[src/rtl/copy_burst_scheduler.sv]
// Splits one copy descriptor into paired read/write burst commands, throttled by write-completion credits.
// Optional `COPY_SCHED_PAGE_SPLIT_EN: bursts never cross a 4KB page on either src or dst.
module copy_burst_scheduler #(
  parameter int MAX_BURST_CNT      = 64,
  parameter int MAX_REQS_IN_FLIGHT = 1024,
  parameter int ADDR_W             = 64
) (
  input  logic              clk,
  input  logic              reset,
  input  logic              desc_valid,
  output logic              desc_ready,
  input  logic [ADDR_W-1:0] desc_src_addr,
  input  logic [ADDR_W-1:0] desc_dst_addr,
  input  logic [31:0]       desc_num_lines,
  output logic              rd_cmd_valid,
  input  logic              rd_cmd_ready,
  output logic [ADDR_W-1:0] rd_cmd_addr,
  output logic [8:0]        rd_cmd_lines,
  output logic              wr_cmd_valid,
  input  logic              wr_cmd_ready,
  output logic [ADDR_W-1:0] wr_cmd_addr,
  output logic [8:0]        wr_cmd_lines,
  input  logic              wr_cpl_valid,
  output logic              busy,
  output logic              done,
  output logic [10:0]       in_flight,
  output logic              cpl_underflow
);

  localparam logic [1:0] IDLE  = 2'd0;
  localparam logic [1:0] ISSUE = 2'd1;
  localparam logic [1:0] DRAIN = 2'd2;

  logic [1:0]        state;
  logic [ADDR_W-1:0] src, dst, src_n, dst_n;
  logic [31:0]       rem, rem_n;
  logic [8:0]        len, len_n;
  logic              rd_vld, wr_vld, pair_act;
  logic              rd_fire, wr_fire, pair_done, cpl_ok, present;
  logic [10:0]       inf_n;
`ifdef COPY_SCHED_PAGE_SPLIT_EN
  logic [6:0]        src_room, dst_room;
`endif

  assign desc_ready   = (state == IDLE) & ~reset;
  assign busy         = (state != IDLE);
  assign rd_cmd_valid = rd_vld;
  assign wr_cmd_valid = wr_vld;
  assign rd_cmd_addr  = src;
  assign wr_cmd_addr  = dst;
  assign rd_cmd_lines = len;
  assign wr_cmd_lines = len;

  // Next-burst fields are derived from post-handshake values so the following
  // burst can be presented in the cycle right after a pair completes.
  always_comb begin
    rd_fire   = rd_vld & rd_cmd_ready;
    wr_fire   = wr_vld & wr_cmd_ready;
    pair_done = pair_act & (rd_fire | ~rd_vld) & (wr_fire | ~wr_vld);
    cpl_ok    = wr_cpl_valid & (in_flight != 11'd0);
    inf_n     = in_flight + 11'(pair_done) - 11'(cpl_ok);
    src_n     = src;
    dst_n     = dst;
    rem_n     = rem;
    if (pair_done) begin
      src_n = src + (ADDR_W'(len) << 6);
      dst_n = dst + (ADDR_W'(len) << 6);
      rem_n = rem - 32'(len);
    end
    len_n = (rem_n >= 32'(MAX_BURST_CNT)) ? 9'(MAX_BURST_CNT) : rem_n[8:0];
`ifdef COPY_SCHED_PAGE_SPLIT_EN
    src_room = 7'd64 - 7'(src_n[11:6]);
    dst_room = 7'd64 - 7'(dst_n[11:6]);
    if (len_n > 9'(src_room)) len_n = 9'(src_room);
    if (len_n > 9'(dst_room)) len_n = 9'(dst_room);
`endif
    present = (state == ISSUE) & (~pair_act | pair_done) & (rem_n != 32'd0) &
              (32'(inf_n) < MAX_REQS_IN_FLIGHT);
  end

  always_ff @(posedge clk) begin
    if (reset) begin
      state         <= IDLE;
      src           <= '0;
      dst           <= '0;
      rem           <= '0;
      len           <= '0;
      rd_vld        <= 1'b0;
      wr_vld        <= 1'b0;
      pair_act      <= 1'b0;
      done          <= 1'b0;
      in_flight     <= '0;
      cpl_underflow <= 1'b0;
    end else begin
      done      <= 1'b0;
      in_flight <= inf_n;
      src       <= src_n;
      dst       <= dst_n;
      rem       <= rem_n;
      if (wr_cpl_valid && in_flight == 11'd0) cpl_underflow <= 1'b1;
      if (present) begin
        rd_vld   <= 1'b1;
        wr_vld   <= 1'b1;
        pair_act <= 1'b1;
        len      <= len_n;
      end else begin
        if (rd_fire)   rd_vld   <= 1'b0;
        if (wr_fire)   wr_vld   <= 1'b0;
        if (pair_done) pair_act <= 1'b0;
      end
      case (state)
        IDLE: if (desc_valid) begin
          if (desc_num_lines == 32'd0) begin
            done <= 1'b1;
          end else begin
            src   <= desc_src_addr;
            dst   <= desc_dst_addr;
            rem   <= desc_num_lines;
            state <= ISSUE;
          end
        end
        ISSUE: if (pair_done && rem_n == 32'd0) state <= DRAIN;
        DRAIN: if (in_flight == 11'd0) begin
          done  <= 1'b1;
          state <= IDLE;
        end
        default: state <= IDLE;
      endcase
    end
  end

endmodule
[config.mk]
export PLATFORM = sky130hd
export DESIGN_NAME = copy_burst_scheduler
export DESIGN_NICKNAME = d
export VERILOG_FILES = /design/src/rtl/copy_burst_scheduler.sv
export SDC_FILE = /design/constraint.sdc
export NUM_CORES = 1
export LEC_CHECK = 0
export CORE_MARGIN = 4
export CORE_UTILIZATION = 44
export CTS_BUF_LIST = sky130_fd_sc_hd__clkbuf_8
export CTS_CLUSTER_DIAMETER = 60
export DETAILED_ROUTE_END_ITERATION = 10
export PLACE_DENSITY_LB_ADDON = 0.2
export SLEW_MARGIN = 25
export SYNTH_ARGS = -nofsm -noshare
export SYNTH_HDL_FRONTEND = slang
export SYNTH_SLANG_ARGS = --single-unit
export TNS_END_PERCENT = 20
[constraint.sdc]
create_clock -name clk -period 4 [get_ports clk]
set_clock_uncertainty 0.15 [all_clocks]
set_input_delay 0.6 -clock clk [delete_from_list [all_inputs] [get_ports clk]]
set_output_delay 0.6 -clock clk [all_outputs]
set_load 0.005 [all_outputs]
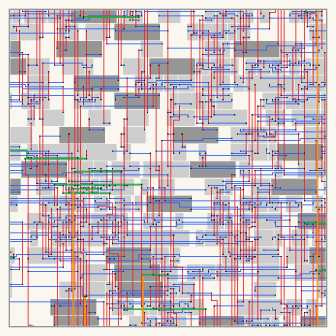
**Above:** run 1 (layout detail).
Region (99, 99) to (149, 149) um. Cells in grey, sequential cells in the stronger grey; small squares are vias.
[green] met3
[red] met2
[orange] met4
[blue] met1
sequential cells in the window: 22
netlist names of flops here include: in_flight (6), wr_cmd_addr (6), rd_cmd_addr (3)
cells with their middle in the window: 206
most frequent: nor2_1 (23), dfxtp_1 (22), clkdlybuf4s50_1 (20)

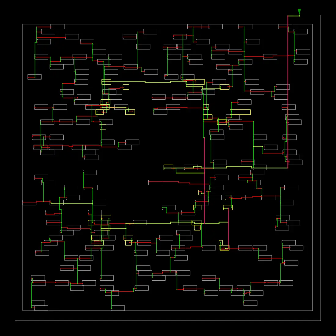
**Above:** run 1 (clock routing).
total CTS buffers: 17
clk_lat worst skew: 0.47 ns

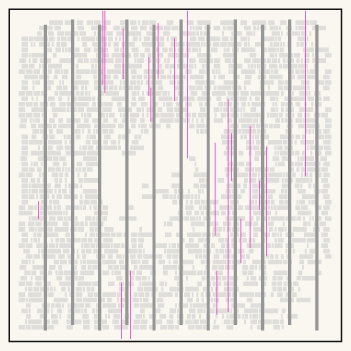
**Above:** run 1 (met4 routing).
(2 px per um) Supply wires on this layer in grey. Cells faint in the background.
longest straight run: 106 um
nets with wire on the layer: 19
main direction: vertical
share of all routed wire: 2.2%
wire length on this layer: 773 um
final WL: 35540 um
DR vias: 11108

==> run 1: report_power, final <==
part / switching (mW) / total [mW] / leakage (nW) / internal, mW
registers: 0.247 / 2.35 / 1.55 / 2.11
clock network: 0.753 / 1.28 / 0.197 / 0.529
logic: 1.35 / 2.70 / 3.72 / 1.35
==> run 1: cell usage in the layout (no fill, tap or decap), types with 4 or more instances in the layout <==
master           instances
clkdlybuf4s50_1        327
buf_4                   42
o211a_1                  4
inv_6                    6
nand3_1                 37
and2_1                  12
xor2_1                  62
nor3_1                  49
a211oi_1               121
o21ai_0                 32
a21o_1                  11
a21oi_1                 44
nor2b_1                 14
fa_1                     4
o31ai_1                  5
buf_12                  10
and4_1                  13
nand2b_1                 9
nand2_1                 88
a311oi_1                22
xnor2_1                 60
clkbuf_8                18
o31a_1                   5
inv_1                   37
nor2_1                 217
o211ai_1                 4
and3_1                  22
o32ai_1                  5
ha_1                    42
o2111ai_1                4
dfxtp_1                187
or2_2                    6
or4_1                    9
o21a_1                   6
o41ai_1                  4
nor4_1                  18
or3_1                   16
nand4_1                 37
==> run 1: metal layers <==
layer | wire length, um | up-vias
met5 | 0 | -
met4 | 772 | 0
met3 | 2392 | 43
met2 | 16300 | 332
met1 | 16080 | 5218
li1 | - | 5515
==> run 1: synthesized netlist by cell type, types with 32 or more instances <==
master | number | area [um2]
a21oi_1 | 44 | 220.2
a211oi_1 | 122 | 915.9
ha_1 | 42 | 525.5
clkbuf_1 | 75 | 281.5
o21ai_0 | 32 | 160.2
dfxtp_1 | 187 | 3744
nand4_1 | 37 | 231.5
nand3_1 | 38 | 190.2
nand2_1 | 88 | 330.3
xnor2_1 | 60 | 525.5
inv_1 | 37 | 138.9
xor2_1 | 62 | 543.0
nor2_1 | 217 | 814.5
nor3_1 | 50 | 250.2
==> flow_metrics.tcl, run 1 <==
# place-and-route summary
set metrics [dict create \
    fmax_mhz 270.7 \
    chip_area_um2 27370 \
    io_pins 329 \
    fin_cells 1995 \
    area_delta_synth_final_pct 39.11 \
    postCtsSetupRepairBufs 0 \
    ir_worst_vdd_mv 0.2746 \
    holdPathEnd "rd_cmd_addr[2]$_SDFFE_PP0P_" \
    dpl_worst_slack_ns -0.1621 \
    cts_max_level 4 \
    ff_count 187 \
    ys.warnings.count 0 \
    critPathSlowestCell "fa_1" \
    drtIter0Drc 650 \
    p_per_area_nw_per_um2 417.9 \
    path_buffers 4 \
    antenna_found_initial 1 \
    clkSlewWorstSetupHoldPaths_ns 0.11 \
    wl_per_cell_um 17.82 \
    largest_cell_class "combinational gates" \
    hold_class "register to register" \
    dp_hpwl_um 26720 \
    status "finished, final reports clean" \
    grt_use_met3 0.06155 \
    seq_share 0.2468 \
    buf_share 0.2505 \
    nWellTaps 324 \
    clockBufferDepth 2 \
    synth_seq_share 0.3433 \
    viasPerCell 5.568 \
    cts_root_buf "clkbuf_8" \
    top_usage_layer "met2" \
    cp_max_fo 5 \
    p_leak_nw 5.459 \
    grt_max_degree 185 \
    ys_sh_adder 0.05554 \
    drc 0 \
    hp-start "rd_cmd_addr[2]$_SDFFE_PP0P_" \
    dp_cells 1963 \
    r2r-end "rd_cmd_lines[5]$_SDFFE_PP0P_" \
    clockBufferCount 18 \
    rows 57 \
    use_met1 0.3356 \
    grt_use_met2 0.4040 \
    setup.worst_path.start_class "register" \
    synth-main-ff-cell "dfxtp_1" \
    warning_count 33 \
    die_w_um 165.4 \
    synthMuxAreaShare 0.001836 \
    slowest_delay_ns 0.39 \
    clk_share 0.02491 \
    setup_violations 0 \
    postSynthCellCount 1348 \
    grt_first_pass_wirelength_um 55200 \
    grt_pass1_vias 10525 \
    logic_area_um2 6693 \
    whs_path_depth 2 \
    setup_slack_ns 0.3058 \
    portBuffers 328 \
    ys_cells 1348 \
]
**Run 1: I/O pins on the die edge**

(2 px per um) Pins as bars across the die edge, other pins in grey.
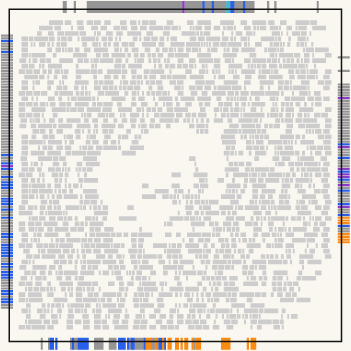

## Run 2: what changed since run 1
GPL_ROUTABILITY_DRIVEN = 0   (was default)
RECOVER_POWER = 25   (was default)
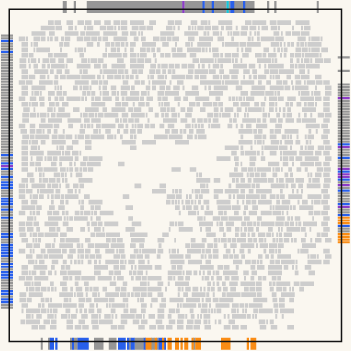
**Above:** run 2 (I/O pins on the die edge).
(2 px per um) Pins as bars across the die edge, other pins in grey.
[orange] desc_num_lines | pins: 32 | direction: input | edge: 25 south, 7 east
[purple] wr_cmd_lines | pins: 9 | direction: output | edge: 7 east, 1 north, 1 west
[blue] rd_cmd_addr | pins: 64 | direction: output | edge: 30 west, 21 south, 8 east, 5 north
[cyan] desc_ready | pins: 1 | direction: output | edge: north
Die W: 165.4 um
port bufs: 328
Chip Height: 165.4 um

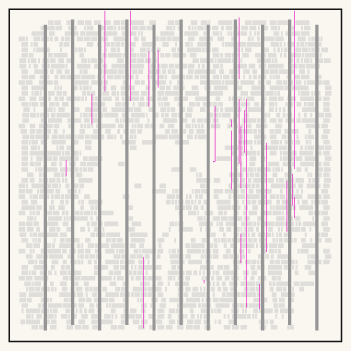
**Above:** run 2 (met4 routing).
(2 px per um) Supply wires on this layer in grey. Cells faint in the background.
longest straight run: 104 um
nets with wire on the layer: 20
share of all routed wire: 1.9%
wire length on this layer: 680 um
DR vias: 11113
final WL: 35670 um

==> run 2 against run 1 <==
- non-clock buffer count fell by 8
- hold slack got worse by 0.0029 ns
- register-to-register slack got worse by 0.10 ns
- critical path type unchanged
==> flow_metrics.tcl, run 2 <==
# place-and-route summary
set metrics [dict create \
    status "finished, final reports clean" \
    clkSlewWorstSetupHoldPaths_ns 0.11 \
    path_buffers 5 \
    p_leak_nw 5.593 \
    slowest_delay_ns 0.34 \
    cts_buffers 17 \
    wl_per_cell_um 17.95 \
    insertion_delay_ns 0.47 \
    postRouteAntennaNets 0 \
    comb_cell_power_mw 2.69 \
    placed_area_um2 14600 \
    synth_area_leader_cell "dfxtp_1" \
    most_common_cell "nor2_1" \
    period_needed_ns 3.796 \
    hold_class "register to register" \
    dp_hpwl_um 26640 \
    whs_path_depth 2 \
    setup_slack_ns 0.2036 \
    clockBufferDepth 2 \
    area_leaders "dfxtp_1, a211oi_1, nor2_1" \
    lay_top_count "clkdlybuf4s50_1" \
    cts_root_buf "clkbuf_8" \
    holdPathEnd "rd_cmd_addr[5]$_SDFFE_PP0P_" \
    viasPerCell 5.593 \
    clockPowerShare 0.200 \
    io_pins 329 \
    dr.pass1.iters 5 \
    ff2ff_path_depth 19 \
    pwr-share-seq 0.373 \
    cts_max_level 4 \
    setup_violations 0 \
    ir_worst_vdd_mv 0.2872 \
    setup.worst_path.start_class "register" \
    hp-start "rd_cmd_addr[5]$_SDFFE_PP0P_" \
    top_cell_area_share 0.3433 \
    switchingPower_mw 2.360 \
    cp_max_fo 5 \
    p_sw_frac 0.3752 \
    ys_cells 1348 \
    intPower_mw 3.929 \
    layout_top_cells "clkdlybuf4s50_1, nor2_1, dfxtp_1" \
    rows 57 \
    comb_power_share 0.427 \
    p_per_area_nw_per_um2 417.5 \
    ys_ff 187 \
    seq_power_mw 2.34 \
    drtIter0Drc 693 \
    postSynthCellCount 1348 \
    antenna_found_initial 0 \
    drv_cap 0 \
    drc 0 \
    ys.warnings.count 0 \
    fin_cells 1987 \
    dpl_worst_slack_ns -0.1765 \
    r2r-end "rd_cmd_lines[2]$_SDFFE_PP0P_" \
    warning_count 30 \
    synth-main-ff-cell "dfxtp_1" \
    gr-total-overflow 0 \
    power-top-group "combinational cells" \
    grt_max_degree 99 \
    power.clock.total_mw 1.26 \
    grt_pass1_vias 10490 \
    top_cells_by_count "nor2_1, dfxtp_1, a211oi_1" \
    dp_cells 1953 \
    grt_first_pass_wirelength_um 55230 \
    fmax_mhz 263.4 \
    chip_area_um2 27370 \
    synth_seq_share 0.3433 \
    area_delta_synth_final_pct 38.13 \
]
[run 2: cell counts after synthesis]
No cell type changed its count.
[run 2: cells by family after synthesis]
family          after synthesis  synth area share
simple gates                569            0.2559
compound gates              295            0.1969
flops                       187            0.3433
buf+inv                     127           0.04854
xor+xnor                    122           0.09799
fa+ha+maj                    46           0.05554
mux                           2          0.001836
[run 2: what timing repair did]
action,in CTS,in global routing
setup endpoints to repair,0,14
resized,0,11
buffers inserted,0,3
hold buffers,0,0
endpoints found under the hold margin,0,0
[run 2: layout make-up]
class / count / area (um2)
Fill cell: 2164 / 9258
Multi-Input combinational cell: 1034 / 6730
Sequential cell: 187 / 3744
Timing Repair Buffer: 372 / 3665
Tap cell: 324 / 405.4
Clock buffer: 17 / 234.0
Inverter: 39 / 146.4
Clock inverter: 14 / 137.6
[run 2: worst max path at each step]
stage | from | to | slack (ns)
after floorplan | rd_cmd_ready | rd_cmd_lines[1]$_SDFFE_PP0P_ | 0.01
after global placement | rd_cmd_ready | rd_cmd_lines[3]$_SDFFE_PP0P_ | -0.04
after detailed placement | rd_cmd_ready | rd_cmd_lines[4]$_SDFFE_PP0P_ | -0.18
after global routing | in_flight[4]$_SDFF_PP0_ | rd_cmd_lines[2]$_SDFFE_PP0P_ | -0.02
final | in_flight[4]$_SDFF_PP0_ | rd_cmd_lines[2]$_SDFFE_PP0P_ | 0.20
after CTS | in_flight[7]$_SDFF_PP0_ | rd_cmd_lines[4]$_SDFFE_PP0P_ | 0.03
[run 2: layer usage]
layer  wire length (um)  GRT usage  part of all wire
met5                  0          0                 0
met4                680    0.06337             0.019
met3               2810    0.06677             0.079
met2              16590     0.4068              0.47
met1              15590     0.3285              0.44
**Run 2: signal wires on met3**

(3 px per um) Cells faint in the background.
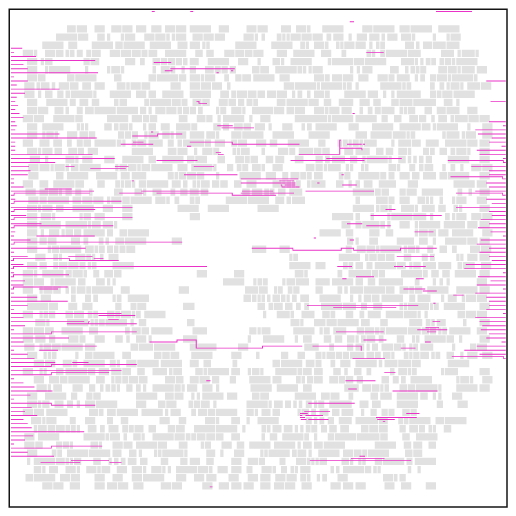

## Run 3: what changed since run 2
REMOVE_ABC_BUFFERS = 1   (was default)
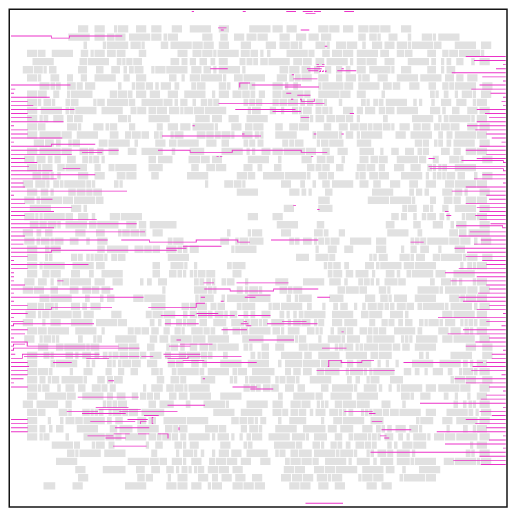
**Above:** run 3 (signal wires on met3).
(3 px per um) Cells faint in the background.
main direction: horizontal
share of all routed wire: 8.7%
longest straight run: 44.8 um
nets with wire on the layer: 265
wire length on this layer: 3060 um
final WL: 35130 um
DR vias: 11121
met3 Use GR: 0.06900

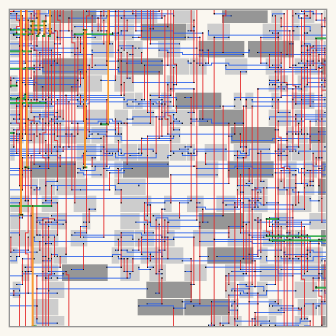
**Above:** run 3 (layout detail).
Region (99, 99) to (149, 149) um. Cells in grey, sequential cells in the stronger grey; small squares are vias.
[blue] met1
[red] met2
[green] met3
[orange] met4
sequential cells in the window: 20
most frequent: nor2_1 (24), clkdlybuf4s50_1 (23), dfxtp_1 (20)
cells with their middle in the window: 193
netlist names of flops here include: wr_cmd_addr (15), rd_cmd_addr (5)

==> run 3 against run 2 <==
- power shrank 0.86%
- worst setup slack improved by 0.026 ns
- first-iteration DRC count grew 29%
- combinational power about the same
- final cell count decreased by 0.35%
- routed wire length is 1.5% lower
- sequential share of layout area grew 0.14 points
- sequential power hardly changed
- critical endpoint is now rd_cmd_lines[5]$_SDFFE_PP0P_
- synthesized cell count unchanged
- fmax grew 0.70%
- clock power fell by 4%
- utilization is 0.34 points lower
==> flow_metrics.tcl, run 3 <==
# place-and-route summary
set metrics [dict create \
    status "finished, final reports clean" \
    cts_max_level 4 \
    grt_pass1_vias 10406 \
    dp_cells 1945 \
    p_per_area_nw_per_um2 416.2 \
    hold_buffers 0 \
    intPower_mw 3.867 \
    layout_top_cells "clkdlybuf4s50_1, nor2_1, dfxtp_1" \
    synth_area_leader_cell "dfxtp_1" \
    hold_class "register to register" \
    grt_use_met2 0.3899 \
    lay_top_count "clkdlybuf4s50_1" \
    io_pins 329 \
    chip_area_um2 27370 \
    logic_area_um2 6718 \
    top_cell_area_share 0.3433 \
    simple_gate_share 0.2559 \
    ir_worst_vdd_mv 0.2471 \
    placed_area_um2 14550 \
    insertion_delay_ns 0.48 \
    postRouteAntennaNets 0 \
    viasPerCell 5.617 \
    critPathSlowestCell "fa_1" \
    synth_seq_share 0.3433 \
    cts_buffers 17 \
    drv_cap 0 \
    fillers 2190 \
    top_logic_kind "simple AND/OR/NAND/NOR gates" \
    most_common_cell "nor2_1" \
    path_buffers 5 \
    cts_root_buf "clkbuf_8" \
    fin_cells 1980 \
    drtIter0Drc 897 \
    antenna_found_initial 1 \
    die_y_um 165.4 \
    area_leaders "dfxtp_1, a211oi_1, nor2_1" \
    ys_ff 187 \
    top_usage_layer "met2" \
    dr.pass1.iters 5 \
    fmax_mhz 265.3 \
    wl_per_cell_um 17.74 \
    flop_area_um2 3744 \
    use_met1 0.3271 \
]
-- run 3: cell counts after synthesis --
Identical to the previous run, type by type.
-- run 3: power by group through the flow --
stage	sequential [mW]	clock, mW	combinational (mW)
after floorplan	2.36	0	1.51
after global placement	2.38	0	2.54
after detailed placement	2.39	0	2.58
after CTS	2.35	1.24	2.60
after global routing	2.40	1.31	2.92
final	2.36	1.21	2.67
-- run 3: worst paths after layout --
| check | startpoint | cells after the start | slack [ns] | endpoint |
|---|---|---|---|---|
| max | in_flight[4]$_SDFF_PP0_ | 19 | 0.23 | rd_cmd_lines[5]$_SDFFE_PP0P_ |
| min | rd_cmd_addr[5]$_SDFFE_PP0P_ | 2 | 0.31 | rd_cmd_addr[5]$_SDFFE_PP0P_ |
| max reg2reg | in_flight[4]$_SDFF_PP0_ | 19 | 0.23 | rd_cmd_lines[5]$_SDFFE_PP0P_ |
| min reg2reg | rd_cmd_addr[5]$_SDFFE_PP0P_ | 2 | 0.31 | rd_cmd_addr[5]$_SDFFE_PP0P_ |
-- run 3: per-stage QoR --
stage	TNS [ns]	utilization	worst slack, ns
after floorplan	-110.99	-	-1.426
after global placement	-1.421	0.5982	-0.1583
after detailed placement	-3.077	0.5982	-0.3040
after CTS	0	0.6127	0.1138
after global routing	-0.05193	0.6158	-0.01598
final	0	0.6159	0.2301
-- run 3: final cells by class --
type	count	share of cell area
inverters	39	0.009773
diodes	2	0.0003341
clock buffers	17	0.01562
well taps	324	0.02706
multi-input cells	1034	0.4485
clock inverters	14	0.007852
repair buffers	363	0.2410
flip-flops and latches	187	0.2499
-- run 3: repair_timing --
action | 4_1_cts | 5_1_grt
resized | 0 | 10
setup endpoints to repair | 0 | 12
setup buffers | 0 | 2
No activity file was given, so power comes from the tool's default toggle rates.
